==> config.mk <==
export PLATFORM = sky130hd
export DESIGN_NAME = fetch
export DESIGN_NICKNAME = d
export VERILOG_FILES = /design/src/rtl/riscv_pkg.sv /design/src/rtl/fetch.sv
export SDC_FILE = /design/constraint.sdc
export NUM_CORES = 1
export LEC_CHECK = 0
export CORE_MARGIN = 5
export CORE_UTILIZATION = 45
export CTS_CLUSTER_SIZE = 20
export DETAILED_ROUTE_END_ITERATION = 10
export GPL_ROUTABILITY_DRIVEN = 1
export PLACE_DENSITY = 0.84
export SYNTH_ARGS = -nofsm -noshare
export SYNTH_HDL_FRONTEND = slang
export SYNTH_SLANG_ARGS = --single-unit
==> constraint.sdc <==
create_clock -name clk -period 3 [get_ports clk]
set_input_delay 0.6 -clock clk [delete_from_list [all_inputs] [get_ports clk]]
set_output_delay 0.6 -clock clk [all_outputs]
set_load 0.02 [all_outputs]
**Cell outlines without signal wires**

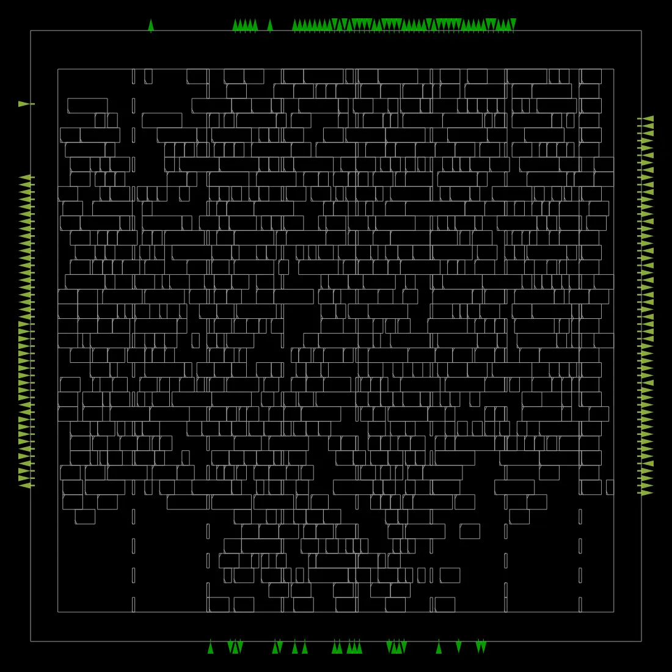
sequential cell area share: 0.309
Rows: 37
Core ar.: 10400 um2

**Wires at chosen ports, followed through buffers**

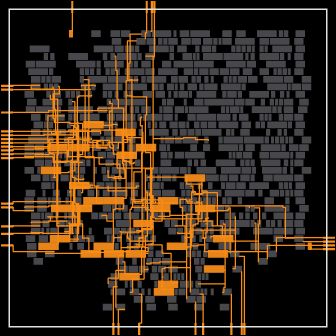
legend:
  imem_addr:
    color: orange
    bits: 32
    direction: output
    edge: 16 left, 8 bottom, 4 top, 4 right
    end_cells: 32
    buffers: 30
    wire: 2770 um
Ports: 169
Port Buffers: 166

**Gate-type map**

Scale bar: 20 um.
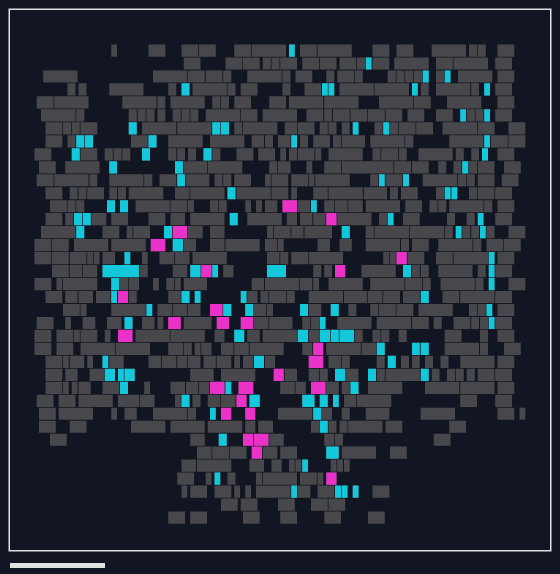
legend:
  nand cells:
    color: cyan
    cells: 108
  and/or cells:
    color: magenta
    cells: 26
Top cell excl fill/tap: clkdlybuf4s50_1
combinational share of cell area: 0.354
Final Non-Filler Cells: 852

**Signal wires on met3**

Scale bar: 20 um.
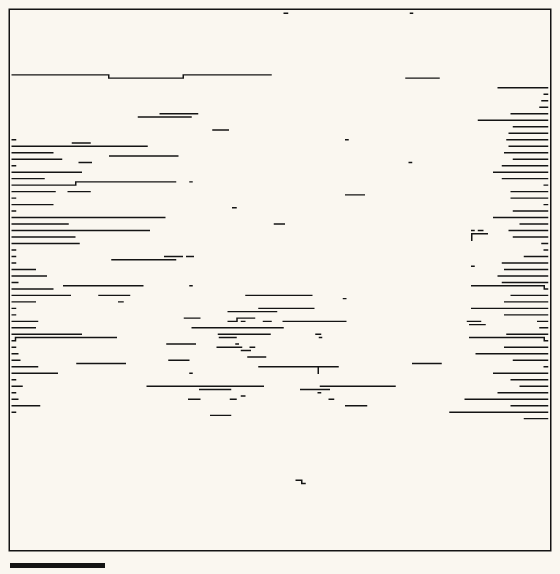
main direction: horizontal
wire length on this layer: 1150 um
Vias: 4897
drt total wl: 15300 um
met3 usage in global routing: 0.0508

**Placement density heat map**

11 x 11 tiles, from black (low) to pale yellow (high), 0 to 100% covered.
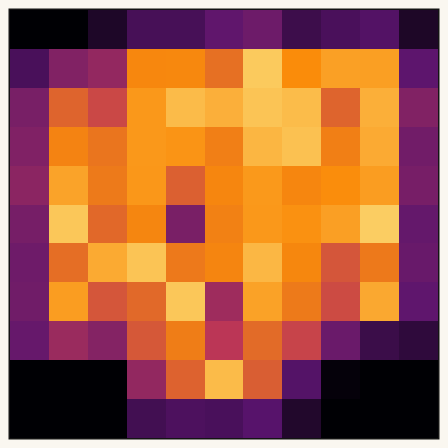
emptiest ninth of the die: bottom right
mean over tiles: 50%
tiles over 75% full: 26%
densest ninth of the die: middle
post-layout util: 0.630
Core Util at FP: 0.462

==> impl_metrics.py <==
# Generated from Yosys and OpenROAD reports
metrics = {
    "run_status": {
        "status": "finished clean",
    },
    "grt": {
        "first_global_vias": 4702,
        "antenna_found_initial": 0,
        "grt_max_degree": 62,
        "gr-total-overflow": 0,
    },
    "final_timing": {
        "rsz0062_at_grt": "no",
        "skew_ns": 0.0143,
        "setup_tns_ns": 0,
        "hold_violations": 0,
        "finalWorstSetupSlack_ns": 0.105,
        "fmax_mhz": 345,
        "fin_hold_ws_ns": 0.481,
        "worst_pin_slew_ns": 0.957,
        "setup_viol": 0,
        "min_period_ns": 2.89,
        "slew_headroom": 0.362,
    },
    "synthesis": {
        "top_area_frac": 0.422,
        "ff_type": "dfxtp_1",
        "yosys_area_um2": 4790,
        "synthSimpleGateAreaFrac": 0.224,
        "logic_family": "AND-OR/OR-AND gates",
        "topCellsByArea": "dfxtp_1 42%, a21oi_1 7.5%, o21ai_0 7.0%",
        "syn_avg_cell_area_um2": 7.95,
        "yosysWarningCount": 0,
        "ys_ff": 101,
        "edf_count": 0,
        "syn_inst": 603,
        "synth.distinct_cells": 52,
        "top_area_cell": "dfxtp_1",
        "ys_sh_xor": 0.0164,
        "yosys_cells": 603,
        "synth_seq_share": 0.422,
        "syn_area_um2": 4790,
    },
    "routing": {
        "antenna_left": 0,
        "drtPass1Iterations": 5,
        "via_per_inst": 5.75,
    },
    "placement": {
        "dp_slack_ns": 0.383,
        "gp_congestion": 0.898,
        "placed_cells": 836,
        "postPlaceCellArea_um2": 6320,
    },
    "worst_setup_path": {
        "critPathSlowestCell": "clkdlybuf4s50_1",
        "crit_path_max_incr_delay_ns": 0.72,
        "start_kind": "register",
        "cp.depth": 3,
        "reg2reg_depth": 5,
        "path_buffers": 1,
        "crit_path_cell_trace": "nor2b_1, nor3b_1, clkdlybuf4s50_1",
        "arrival_ns": 2.29,
        "reg2reg_slack_ns": 0.63,
    },
    "hold_path": {
        "hold_path.class": "reg2reg",
        "whs_path_depth": 2,
    },
    "floorplan": {
        "die_h_um": 113,
        "dieArea_um2": 12800,
    },
    "layout": {
        "mostFrequentLayoutCells": "165 x clkdlybuf4s50_1, 101 x dfxtp_1, 71 x a21oi_1, 67 x o21ai_0, 48 x nand2_1",
        "drive_above_1_share": 0.0531,
        "stdcell_area_um2": 6530,
        "syn_to_final_growth_pct": 36.3,
        "nets": 782,
    },
    "clocking": {
        "clock_path_buffers": 2,
        "clk_latency_ns": 0.37,
        "numCtsBuffers": 9,
        "post_cts_buffers": 0,
        "cts_root_buffer": "clkbuf_8",
        "clock_sinks": 101,
        "clkTransAtPathRegs_ns": 0.11,
        "cts_resized": 0,
        "holdBufCountCts": 0,
    },
    "pwr": {
        "irDropWorstVdd_v": 0.000323,
        "pwr_density_cell_nw_per_um2": 434,
        "p_leak_nw": 2.20,
    },
    "run": {
        "max-cap-violations": 0,
    },
}
through the flow:
stage | util | total power (W)
2_1_floorplan | - | 0.00173
3_3_place_gp | 0.609 | 0.00193
3_5_place_dp | 0.609 | 0.00194
6_report | 0.630 | 0.00283
5_1_grt | 0.630 | 0.00295
4_1_cts | 0.630 | 0.00285
layout make-up:
cell class | instances | area [um2]
Fill cell | 910 | 3840
Multi-Input combinational cell | 409 | 2310
Inverter | 10 | 37.5
Clock buffer | 9 | 124
Timing Repair Buffer | 180 | 1780
Sequential cell | 101 | 2020
Tap cell | 136 | 170
Clock inverter | 7 | 90.1
where the power goes:
group	leakage (nW)	internal, W	switching [W]
Clock	0.108	0.000406	0.000513
Combinational	1.27	0.000215	0.000238
Sequential	0.823	0.00139	0.0000753
Total	2.20	0.00201	0.000827
cells in the mapped netlist, types with 6 or more instances:
library cell / instances
dfxtp_1: 101
a21oi_1: 72
o21ai_0: 67
nand2_1: 48
clkbuf_1: 46
nand3_1: 45
nor2_1: 38
buf_4: 32
a211oi_1: 12
nor4_1: 12
inv_1: 9
nand4_1: 9
nor3_1: 9
a2111oi_0: 8
a311oi_1: 8
and4_1: 8
and3_1: 6
layer usage:
metal	GRT usage	vias to the layer above	part of all wire
met5	0	-	0
met4	0.0785	0	0.025
met3	0.0508	29	0.075
met2	0.391	207	0.49
met1	0.281	2296	0.41
li1	-	2365	-
cell families after synthesis:
group | count (synthesis)
AOI/OAI and AO/OA | 188
DFF | 101
adders and majority gates | 1
buffers and inverters | 94
muxes | 3
and+or+nand+nor | 206
xor gates and xnor gates | 9
other | 1
worst min-delay path, cell delays in order (launching register included):
cell	delay, ns
dfxtp_1	0.32
o21ai_0	0.06
a21oi_1	0.06
No activity file was given, so power comes from the tool's default toggle rates.
